[src/rtl/conv_pkg.sv]
// Shared definitions for the conv engine read/write muxes: info field
// positions, burst FSM encoding, channel lane mask and RGB565 packing.
package conv_pkg;

  localparam int RAM_SEL_B = 4;   // info bit: RAM bank select
  localparam int MEM_SEL_B = 3;   // info bit: 1 = SDRAM, 0 = on-chip RAM
  localparam int CH_LSB    = 0;   // info channel field LSB
  localparam int CH_W      = 3;   // info channel field width
  localparam int MASK_W    = 8;   // lanes addressable by the channel field
  localparam int LANE_W    = 8;   // lane width assumed by the RGB565 packer
  localparam int PIX_W     = 16;  // RGB565 pixel width

  typedef enum logic {
    ST_IDLE  = 1'b0,
    ST_BURST = 1'b1
  } state_t;

  // Channel 0 enables every lane; channel n enables lanes 0..n-1.
  function automatic logic [MASK_W-1:0] ch_mask(input logic [CH_W-1:0] ch);
    if (ch == '0) ch_mask = '1;
    else          ch_mask = (MASK_W'(1) << ch) - MASK_W'(1);
  endfunction

  // Truncating RGB565 pack: lane2 -> R[4:0], lane1 -> G[5:0], lane0 -> B[4:0].
  function automatic logic [PIX_W-1:0] rgb565(input logic [LANE_W-1:0] l0,
                                              input logic [LANE_W-1:0] l1,
                                              input logic [LANE_W-1:0] l2);
    rgb565 = {l2[7:3], l1[7:2], l0[7:3]};
  endfunction

endpackage

[src/rtl/axi_frs.sv]
// Forward register slice: one-entry valid/data register whose input ready
// only depends on the slice state and the downstream ready.
module axi_frs #(
  parameter int W = 8
) (
  input  logic         clk,
  input  logic         rst_n,
  input  logic [W-1:0] in_data,
  input  logic         in_valid,
  output logic         in_ready,
  output logic [W-1:0] out_data,
  output logic         out_valid,
  input  logic         out_ready
);

  logic         valid_reg;
  logic [W-1:0] data_reg;

  // Accept a new entry when empty or when the current one drains this cycle.
  assign in_ready  = ~valid_reg | out_ready;
  assign out_valid = valid_reg;
  assign out_data  = data_reg;

  // Slice register; data only moves on an accepted load so it holds under stall.
  always_ff @(posedge clk or negedge rst_n) begin
    if (!rst_n) begin
      valid_reg <= 1'b0;
      data_reg  <= '0;
    end else begin
      if (in_ready)
        valid_reg <= in_valid;
      if (in_valid && in_ready)
        data_reg <= in_data;
    end
  end

endmodule

[src/rtl/wmux.sv]
// Write mux: joins the conv write-address and write-data streams into beats
// and routes each burst to the on-chip RAM port or the SDRAM RGB565 port.
module wmux
  import conv_pkg::*;
#(
  parameter int DW0 = 16,
  parameter int DW  = 8,
  parameter int DN  = 8,
  parameter int IFW = 5,
  parameter int AW  = 13
) (
  input  logic             clk,
  input  logic             rst_n,
  input  logic [IFW-1:0]   info,
  input  logic [AW-1:0]    m_addr,
  input  logic             m_addr_first,
  input  logic             m_addr_last,
  input  logic             m_addr_valid,
  output logic             m_addr_ready,
  input  logic [DN*DW-1:0] m_data,
  input  logic             m_data_first,
  input  logic             m_data_last,
  input  logic             m_data_valid,
  output logic             m_data_ready,
  output logic             s_ram_sel,
  output logic [AW-1:0]    s_waddr0,
  output logic [DN*DW-1:0] s_wdata0,
  output logic [DN-1:0]    s_wstrb0,
  output logic             s_wfirst0,
  output logic             s_wlast0,
  output logic             s_wvalid0,
  input  logic             s_wready0,
  output logic [AW-1:0]    s_waddr1,
  output logic [DW0-1:0]   s_wdata1,
  output logic             s_wfirst1,
  output logic             s_wlast1,
  output logic             s_wvalid1,
  input  logic             s_wready1,
  output logic             err
);

  localparam int W0 = AW + DN*DW + DN + 3;
  localparam int W1 = AW + DW0 + 2;

  state_t            state_reg, state_next;
  logic              ram_sel_reg, ram_sel_next;
  logic              mem_sel_reg, mem_sel_next;
  logic [CH_W-1:0]   ch_reg, ch_next;
  logic              err_reg, err_next;

  logic              idle;
  logic              dest_sdram;
  logic              beat_ram_sel;
  logic [CH_W-1:0]   beat_ch;
  logic [MASK_W-1:0] full_mask;
  logic [DN-1:0]     lane_mask;
  logic [DN*DW-1:0]  masked_data;
  logic [DW0-1:0]    pix;
  logic              rdy0, rdy1, dest_ok, fire;
  logic [W0-1:0]     ram_in, ram_out;
  logic [W1-1:0]     sd_in, sd_out;

  // In IDLE the live info steers the beat; inside a burst the latched copy does.
  assign idle         = (state_reg == ST_IDLE);
  assign dest_sdram   = idle ? info[MEM_SEL_B] : mem_sel_reg;
  assign beat_ram_sel = idle ? info[RAM_SEL_B] : ram_sel_reg;
  assign beat_ch      = idle ? info[CH_LSB +: CH_W] : ch_reg;
  assign full_mask    = ch_mask(beat_ch);

  generate
    for (genvar gi = 0; gi < DN; gi++) begin : g_lane
      if (gi < MASK_W) begin : g_ch
        assign lane_mask[gi] = full_mask[gi];
      end else begin : g_all
        assign lane_mask[gi] = (beat_ch == '0);
      end
      assign masked_data[gi*DW +: DW] = lane_mask[gi] ? m_data[gi*DW +: DW] : '0;
    end
  endgenerate

  assign pix = DW0'(rgb565(masked_data[0 +: LANE_W],
                           masked_data[DW +: LANE_W],
                           masked_data[2*DW +: LANE_W]));

  // Both streams are consumed together, only when the chosen slice can take it.
  assign dest_ok      = dest_sdram ? rdy1 : rdy0;
  assign fire         = m_addr_valid & m_data_valid & dest_ok;
  assign m_addr_ready = fire;
  assign m_data_ready = fire;
  assign err          = err_reg;

  assign ram_in = {beat_ram_sel, m_addr, masked_data, lane_mask, m_addr_first, m_addr_last};
  assign sd_in  = {m_addr, pix, m_addr_first, m_addr_last};

  axi_frs #(.W(W0)) u_ram_slice (
    .clk      (clk),
    .rst_n    (rst_n),
    .in_data  (ram_in),
    .in_valid (fire & ~dest_sdram),
    .in_ready (rdy0),
    .out_data (ram_out),
    .out_valid(s_wvalid0),
    .out_ready(s_wready0)
  );

  axi_frs #(.W(W1)) u_sdram_slice (
    .clk      (clk),
    .rst_n    (rst_n),
    .in_data  (sd_in),
    .in_valid (fire & dest_sdram),
    .in_ready (rdy1),
    .out_data (sd_out),
    .out_valid(s_wvalid1),
    .out_ready(s_wready1)
  );

  assign {s_ram_sel, s_waddr0, s_wdata0, s_wstrb0, s_wfirst0, s_wlast0} = ram_out;
  assign {s_waddr1, s_wdata1, s_wfirst1, s_wlast1} = sd_out;

  // Burst FSM, info latch and protocol-error detection on each joint beat.
  always_comb begin
    state_next   = state_reg;
    ram_sel_next = ram_sel_reg;
    mem_sel_next = mem_sel_reg;
    ch_next      = ch_reg;
    err_next     = err_reg;
    if (fire) begin
      if ((m_addr_first != m_data_first) || (m_addr_last != m_data_last))
        err_next = 1'b1;
      case (state_reg)
        ST_IDLE: begin
          // A missing first flag is flagged but still opens a burst.
          ram_sel_next = info[RAM_SEL_B];
          mem_sel_next = info[MEM_SEL_B];
          ch_next      = info[CH_LSB +: CH_W];
          if (!m_addr_first) err_next = 1'b1;
          if (!m_addr_last)  state_next = ST_BURST;
        end
        ST_BURST: begin
          if (m_addr_first) err_next = 1'b1;
          if (m_addr_last)  state_next = ST_IDLE;
        end
        default: state_next = ST_IDLE;
      endcase
    end
  end

  // State, latched info and sticky error registers.
  always_ff @(posedge clk or negedge rst_n) begin
    if (!rst_n) begin
      state_reg   <= ST_IDLE;
      ram_sel_reg <= 1'b0;
      mem_sel_reg <= 1'b0;
      ch_reg      <= '0;
      err_reg     <= 1'b0;
    end else begin
      state_reg   <= state_next;
      ram_sel_reg <= ram_sel_next;
      mem_sel_reg <= mem_sel_next;
      ch_reg      <= ch_next;
      err_reg     <= err_next;
    end
  end

endmodule

[config.mk]
export PLATFORM = sky130hd
export DESIGN_NAME = wmux
export DESIGN_NICKNAME = d
export VERILOG_FILES = /design/src/rtl/conv_pkg.sv /design/src/rtl/axi_frs.sv /design/src/rtl/wmux.sv
export SDC_FILE = /design/constraint.sdc
export NUM_CORES = 1
export LEC_CHECK = 0
export CAP_MARGIN = 10
export CELL_PAD_IN_SITES_DETAIL_PLACEMENT = 0
export CELL_PAD_IN_SITES_GLOBAL_PLACEMENT = 1
export CORE_ASPECT_RATIO = 1.5
export CORE_MARGIN = 5
export CORE_UTILIZATION = 34
export CTS_CLUSTER_SIZE = 8
export DETAILED_ROUTE_END_ITERATION = 6
export PLACE_DENSITY_LB_ADDON = 0.08
export SYNTH_ARGS = -nofsm -noshare
export SYNTH_HDL_FRONTEND = slang
export SYNTH_SLANG_ARGS = --single-unit
[constraint.sdc]
create_clock -name clk -period 6.2 [get_ports clk]
set_input_delay 1.24 -clock clk [delete_from_list [all_inputs] [get_ports clk]]
set_output_delay 1.24 -clock clk [all_outputs]
set_load 0.01 [all_outputs]
Figure 1. Routing congestion map (run 1).
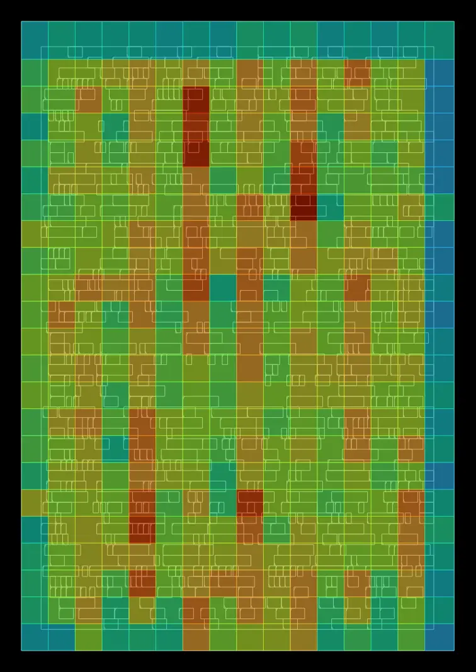
utilization of the core after routing: 53.54%
busiest layer in global routing: met2

Figure 2. Wires at chosen ports, followed through buffers (run 1).
The bar under the picture is 20 µm long.
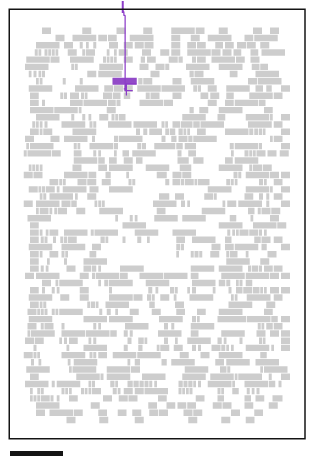
Key: `err` = purple [bits 1, direction output, edge top, end cells 1, buffers 1, wire 42.9 µm]
count of pins on the block boundary: 216
buffers added on ports: 215

==> results.txt, run 1 <==
Physical implementation.

- The flow ran to the end, and the final reports show no timing, DRC or antenna violations.
- Post-synth the commonest register cell is sky130_fd_sc_hd__dfrtp_1.
- Power attributed to sequential cells is 1460 µW.
- The placeable core area is 15,070 µm².
- By area the synthesized netlist is led by sky130_fd_sc_hd__dfrtp_1 (62%), sky130_fd_sc_hd__nand2_1 (17%), sky130_fd_sc_hd__nand3b_1 (2.3%).
- The number of nets with antenna violations after detailed routing is 0.
- The minimum setup slack after placement is 1.407 ns.
- The worst register-to-register path ends at ch_reg[0].
- With fillers left out, the area of the finished cells amounts to 8069 µm².
- Summed over all failing endpoints, the final setup total negative slack is 0 ns.
- Per the synthesis report, the AND-OR/OR-AND share of the synthesized area is 7.788%.
- Per the detail_route report, DRC violations left total 0.
- The flip-flop count of the largest register after layout is 88.
- The xor/xnor cell area share of the yosys netlist is 0.5048%.
- The number of global-route vias before repair came to 4,711.
- The delay of the slowest cell on the worst path is 0.61 ns.
- The number of distinct library cells after synthesis is 38.
- Hold-check failures listed in the final report amount to 0.
- The leakage power is 0.003751 µW.
- The power report attributes to the clock group a share of 23.1%.
- The startpoint-to-endpoint class of the critical path is input pin to output pin.
- The cell at the root of the clock tree is sky130_fd_sc_hd__clkbuf_16.
- The mean instance size in the synthesized netlist is 9.765 µm².
- For reference, the critical path cell chain is clkdlybuf4s50_1 > nand2b_1 > nand4_1 > nand2_1 > clkdlybuf4s50_1.
- Multiplexer cells account for 3.245% of the synthesized area.
- In the power breakdown, the internal column shows 2757 µW.
- Checking max transition, the worst relative margin is 32.30%.
- The number of buffers inserted by hold repair at cts is 0.
- The prevailing logic family in the synthesized netlist is simple AND/OR/NAND/NOR gates.
- The number of antenna diodes in the final layout is 0.
- The height of the die is 161.5 µm.
- In the final run the clock tree shows a worst skew of 0.009265 ns.
- Across the run, the number of max-cap violations was 0.
- The cell-mix breakdown from Yosys lists the adder-cell area share as 0.7212%.
- The detailed placer's ending HPWL is 11,010 µm.
- The startpoint of the lowest-slack register-to-register path is state_reg.
- Looking at the post-CTS report, the setup buffer insertion count equals 0.
- The most repeated library cell on the critical path is sky130_fd_sc_hd__clkdlybuf4s50_1.
- Setup slack closes at 1.457 ns.
- Per the GRT congestion report, total overflow comes to 0.
- For the combinational group, total power comes out at 1760 µW.
- After floorplanning, the core was divided into 55 placement rows.
- The startpoint class of the critical path is an input pin.
- The pin closest to its max-slew limit shows a slew of 1.015 ns.
- The post-detailed-route via-to-cell ratio is 4.590.
- The synthesized design contains 0 enable-type register cells.
- Once iteration 0 of detailed routing completed, the report listed 144 DRC markers.
- Entering global routing, the biggest net connects 90 pins.
- The clock slew seen by the registers of the worst setup and hold paths is 0.06 ns.
- Per the Yosys statistics, synthesis produced 533 cells.
- The nature of the critical path endpoint is an output pin.
- The cell count after placement is 921.
- The combinational cell fraction of total power is 42.1%.
- The signed area change from the synthesized netlist to the final layout is 55.02%.
- The group that draws the most power in this run is combinational cells.
- The capture endpoint of the worst hold path is u_ram_slice.out_data[2].
- CTS saw 128 sinks.
- Of the cells placed in the final design, the portion with a size suffix greater than 1 is 7.029%.
- The Yosys chip area is 5205 µm².
- The number of buffers created by CTS is 17.
- The most repeated cell in the gate-level netlist after synthesis is sky130_fd_sc_hd__nand2_1.
- The area fraction in and, or, nand and nor cells is 22.88%.
- The final max-slew violation count recorded for this run is 0.
- The first-pass iteration count of the detailed router is 4.
- After detailed placement, the total cell area comes to 7485 µm².
- Summing the sequential cell areas from Yosys gives 61.54% of the chip area.
- The synthesized area is 5205 µm².
- The post-cts gate resize count is 0.
- The wire length of the first global-routing pass is 25,120 µm.
- The launch point of the critical path is s_wready0.
- Per the synth stats, the proportion of register bits with asynchronous set or reset is 100.0%.
- The floorplan utilization is 34.54%.
- The worst-case clock buffer depth is 2.
- The critical path data arrival time is 3.50 ns.
- The setup slack of the most critical reg-to-reg path is 3.05 ns.
- The master of the slowest instance on the critical path is sky130_fd_sc_hd__clkdlybuf4s50_1.
- The area share of the largest cell type after synthesis is 61.54%.
- The switching portion of total power comes to 34.30%.
- When the netlist entered floorplanning its net count stood at 628.
- The largest driver fanout on the critical path is 13.
- The minimum period implied by the final worst setup slack is 4.743 ns.
- Of the available clock period, the critical path in the final layout requires 76.50%.
- The path class of the tightest hold or removal check is flip-flop to flip-flop.
- The data required time of the worst path is 4.96 ns.
Figure 3. Metal layers overlaid (run 1).
Only two layers are drawn.
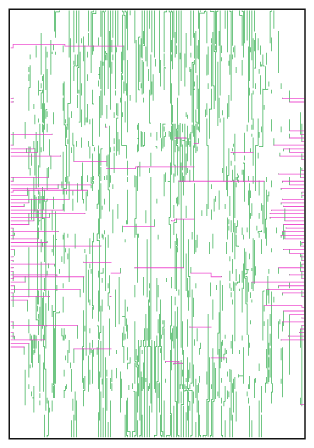
Key: metal 2 = green [wire length 7,940 µm]; metal 3 = magenta [wire length 1,090 µm]
GR Util All Layers: 17.55%
post-detailed-routing wire length: 15,400 µm
total vias in the final route: 4,374
routed len/inst: 16.16 µm

run 1: worst max-delay path, delay by kind of cell:
family / cells / cell delay, ns
buffers and inverters: 2 / 1.06
and+or+nand+nor: 3 / 1.20
run 1: stage by stage:
step           hold WS, ns  power, µW  util, %
6_report            0.4597       4196    53.54
5_1_grt             0.4836       4486    53.54
4_1_cts             0.4660       4274    53.54
3_5_place_dp        0.4516       3276    49.66
3_3_place_gp        0.4434       3242    49.66
2_1_floorplan       0.4660       2229        -
run 1: placed cells by master, fill, tap and decap left out, drive strengths merged, types with 2 or more instances in the layout:
| cell | n |
|---|---|
| a21o | 3 |
| mux2 | 2 |
| o21ai | 32 |
| nand3 | 3 |
| buf | 6 |
| nand2b | 3 |
| clkinv | 4 |
| mux2i | 13 |
| nand4b | 2 |
| nor2 | 7 |
| nor3 | 5 |
| nand3b | 16 |
| clkdlybuf4s50 | 214 |
| dfrtp | 128 |
| nand4 | 2 |
| inv | 11 |
| xnor2 | 3 |
| clkbuf | 18 |
| a22o | 8 |
| a21oi | 22 |
| a211oi | 2 |
| nand2 | 238 |
| ha | 3 |
run 1: final cells by class:
| type | count | area (µm²) |
|---|---|---|
| inverters | 3 | 11.26 |
| flip-flops and latches | 128 | 3203 |
| clock buffers | 18 | 439.2 |
| multi-input cells | 371 | 1831 |
| fillers | 1403 | 7002 |
| well taps | 199 | 249.0 |
| clock inverters | 14 | 145.1 |
| repair buffers | 220 | 2191 |
run 1: layer usage:
| layer | vias to the layer above | track usage (%) | wire [µm] |
|---|---|---|---|
| li1 | 2152 | - | - |
| met1 | 2071 | 19.58 | 6186 |
| met2 | 136 | 31.22 | 7943 |
| met3 | 15 | 6.297 | 1093 |
| met4 | 0 | 5.645 | 175 |
| met5 | - | 0 | 0 |
==> run 2: changes to the inputs <==
Settings changed: CORE_UTILIZATION 34 to 31.
Clock period 6.2 ns to 4.7 ns, I/O delays scaled along.
==> results.txt, run 2 <==
Physical implementation.

- Outcome: completed (unchanged).
- Post-route period utilization is reported as 75.21%.
- The sum of internal, switching and leakage power was 5564 µW (was 4196 µW).
- The register area share after synthesis is 61.54% (unchanged).
- Per the timing report, the achievable frequency comes out to 0.2829 GHz.
- The chip footprint came to 19,540 µm² (was 17,930 µm²).
- The detailed placer's ending HPWL is 11,390 µm (was 11,010 µm).
- The path class of the lowest-slack min-delay path is flip-flop to flip-flop (unchanged).
- The post-detailed-route via-to-cell ratio came to 4.581 (was 4.590).
- The worst-case clock buffer depth is 2 (unchanged).
- The net total in the final layout is 837 (was 836).
- The synthesized area is 5205 µm² (unchanged).
- The number of flops mapped to enable cells by yosys was 0 (unchanged).
- The number of buffers inserted by hold repair at cts is 0 (unchanged).
- The fraction of synthesis flops using an asynchronous set or reset pin was 100.0% (unchanged).
- The post-cts gate resize count was 0 (unchanged).
- The residual overflow from global routing is 0 (unchanged).
- The count of routing violations after the opening detailed-route iteration came to 204 (was 144).
- The cell at the root of the clock tree is sky130_fd_sc_hd__clkbuf_16 (unchanged).
- The fraction of final layout cells sized beyond drive strength 1 is 7.020% (was 7.029%).
- The power per cell area is 688.0 nW/µm² (was 520.0 nW/µm²).
- The wire length of the first global-routing pass came to 25,820 µm (was 25,120 µm).
- The overall die width is 115.8 µm (was 111.0 µm).
- The post-CTS setup buffer count is 0 (unchanged).
- The data required time of the worst path was 3.76 ns (was 4.96 ns).
- The nature of the critical path endpoint is an output pin (unchanged).
- The flip-flop count of the largest register after layout came to 88 (unchanged).
- The number of buffers created by CTS is 17 (unchanged).
- The first-pass iteration count of the detailed router is 4 (unchanged).
- The total negative slack was 0 ns (unchanged).
- The leakage power was 0.003741 µW (was 0.003751 µW).
- The placeable core area is 16,620 µm² (was 15,070 µm²).
- The clock latency at the later pin of the worst-skew pair came to 0.41 ns (was 0.42 ns).
- The final-layout worst hold slack is 0.4638 ns (was 0.4597 ns).
- The post-place instance area is 7506 µm² (was 7485 µm²).
- The post-route DRC violation count came to 0 (unchanged).
- The final number of setup-violating endpoints is 0 (unchanged).
- The worst path setup slack after routing was 1.165 ns (was 1.457 ns).
- The cell count after placement is 933 (was 921).
- The height of the die is 168.7 µm (was 161.5 µm).
- The most repeated cell in the gate-level netlist after synthesis is sky130_fd_sc_hd__nand2_1 (unchanged).
- Unrepaired setup endpoints after global routing: false (unchanged).
- The startpoint class of the critical path is an input pin (unchanged).
- The worst-case clock skew is 0.009052 ns (was 0.009265 ns).
- The floorplan utilization is 31.32% (was 34.54%).
- The overall routing resource usage is 16.98% (was 17.55%).
- The port buffer count is 215 (unchanged).
- The largest driver fanout on the critical path came to 6 (was 13).
- The headroom to the max-slew limit is 38.91% (was 32.30%).
- The startpoint-to-endpoint class of the critical path was input pin to output pin (unchanged).
- The critical path data arrival time is 2.60 ns (was 3.50 ns).
- The number of top-level pins came to 216 (unchanged).
- The number of pins with negative max-slew slack in the final report is 0 (unchanged).
- The total of max-cap violations is 0 (unchanged).
- The number of distinct library cells after synthesis is 38 (unchanged).
- The total clock sinks is 128 (unchanged).
- The area share of the largest cell type after synthesis is 61.54% (unchanged).
- The last weighted congestion value of the routability-driven placer came to 0.7501 (was 0.7329).
- Most frequent logic cells in the routed design: sky130_fd_sc_hd__nand2_1 (232), sky130_fd_sc_hd__clkdlybuf4s50_1 (214), sky130_fd_sc_hd__dfrtp_1 (128), sky130_fd_sc_hd__a21oi_1 (22), sky130_fd_sc_hd__o21ai_0 (18) (unchanged).
- The number of nets with antenna violations after detailed routing is 0 (unchanged).
- The post-route cell area is 8088 µm² (was 8069 µm²).
- The detailed-route via count is 4,421 (was 4,374).
- The prevailing post-synth register cell is sky130_fd_sc_hd__dfrtp_1 (unchanged).
- The number of standard-cell rows in the floorplan is 58 (was 55).
- The clock slew seen by the registers of the worst setup and hold paths is 0.05 ns (was 0.06 ns).
- Main area contributors after synthesis: sky130_fd_sc_hd__dfrtp_1 (62%), sky130_fd_sc_hd__nand2_1 (17%), sky130_fd_sc_hd__nand3b_1 (2.3%) (unchanged).
- The met2 demand-to-capacity share in global routing is 28.16% (was 31.22%).
- The signed area change from the synthesized netlist to the final layout is 55.38% (was 55.02%).
- The worst voltage drop across the vdd grid is 0.2471 mV (was 0.2012 mV).
- The Yosys chip area is 5205 µm² (unchanged).
- The minimum setup slack after placement is 1.132 ns (was 1.407 ns).
- The number of global-route vias before repair came to 4,643 (was 4,711).
- The layer with the highest usage is met2 (unchanged).
- The worst-margin pin slew is 0.9163 ns (was 1.015 ns).
- The mean instance size in the synthesized netlist is 9.765 µm² (unchanged).
- The diode insertion count for antenna repair is 0 (unchanged).
- The pin count of the biggest net entering global routing is 99 (was 90).
- The most frequent standard cell in the layout excluding fill and tap cells is sky130_fd_sc_hd__nand2_1 (unchanged).
- The count of endpoints failing hold in the final timing report is 0 (unchanged).
- The worst path in the final design needs a cycle of 3.535 ns, including I/O delays and setup.
- The instance tally after logic synthesis was 533 (unchanged).
- The cell count in the Yosys report is 533 (unchanged).
- The net count entering floorplan is 628 (unchanged).
- The detailed-route wire length is 16,230 µm (was 15,400 µm).
run 2: cell counts after synthesis:
No cell type changed its count.
run 2: cell type report:
| class | instances | area (µm²) |
|---|---|---|
| clock buffer | 19 | 442.9 |
| sequential | 128 | 3203 |
| inverter | 3 | 11.26 |
| tap | 210 | 262.8 |
| timing repair buffer | 221 | 2198 |
| clock inverter | 13 | 138.9 |
| multi-input combinational | 371 | 1831 |
| fill | 1626 | 8531 |
run 2: worst paths after layout:
check	from	to	slack (ns)	cells past startpoint
max	info[3]	m_addr_ready	1.16	5
min	u_ram_slice.out_data[36]	u_ram_slice.out_data[36]	0.46	2
max reg2reg	state_reg	ch_reg[0]	1.82	6
min reg2reg	u_ram_slice.out_data[36]	u_ram_slice.out_data[36]	0.46	2
max in group asynchronous	rst_n	u_ram_slice.out_data[35]	3.07	2
min in group asynchronous	rst_n	u_ram_slice.out_data[47]	0.61	1
run 2: logic make-up after synthesis:
| family | share of synthesized area, % |
|---|---|
| flops | 61.54 |
| fa+ha+maj | 0.7212 |
| buf+inv | 3.317 |
| simple gates | 22.89 |
| compound gates | 7.789 |
| mux | 3.245 |
| xor+xnor | 0.5049 |
run 2: where the power goes:
group / total [µW] / internal (µW) / switching [µW]
registers: 1940 / 1620 / 314
logic: 2330 / 1260 / 1070
clock network: 1300 / 795 / 505
run 2: critical path, stage by stage:
cell	delay (ns)
sky130_fd_sc_hd__clkdlybuf4s50_1	0.47
sky130_fd_sc_hd__mux2i_1	0.10
sky130_fd_sc_hd__nand4b_1	0.24
sky130_fd_sc_hd__nand2_1	0.21
sky130_fd_sc_hd__clkdlybuf4s50_1	0.62
run 2: per-layer routing:
metal | up-vias | share of wire, %
met4 | 0 | 2.0
met3 | 24 | 7.3
met5 | - | 0
met1 | 2106 | 41
met2 | 141 | 50
li1 | 2150 | -
Figure 4. Routing congestion map (run 2).
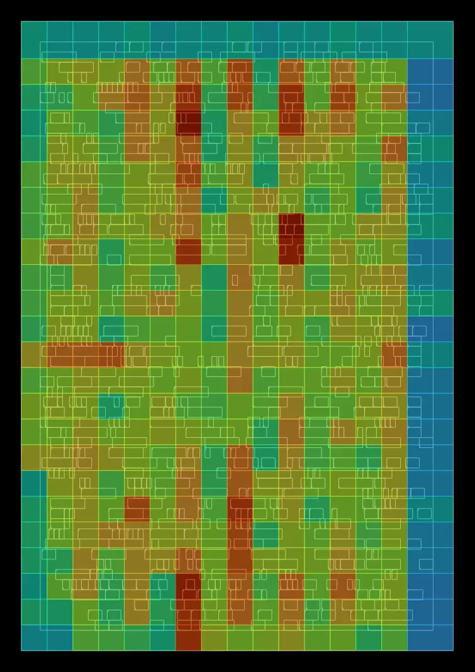
met3 capacity usage during global routing: 5.866%
routed len/inst: 16.82 µm
global routing usage on met1: 20.54%
utilization of the core after routing: 48.67%

Power is estimated from default activity; no workload was simulated.
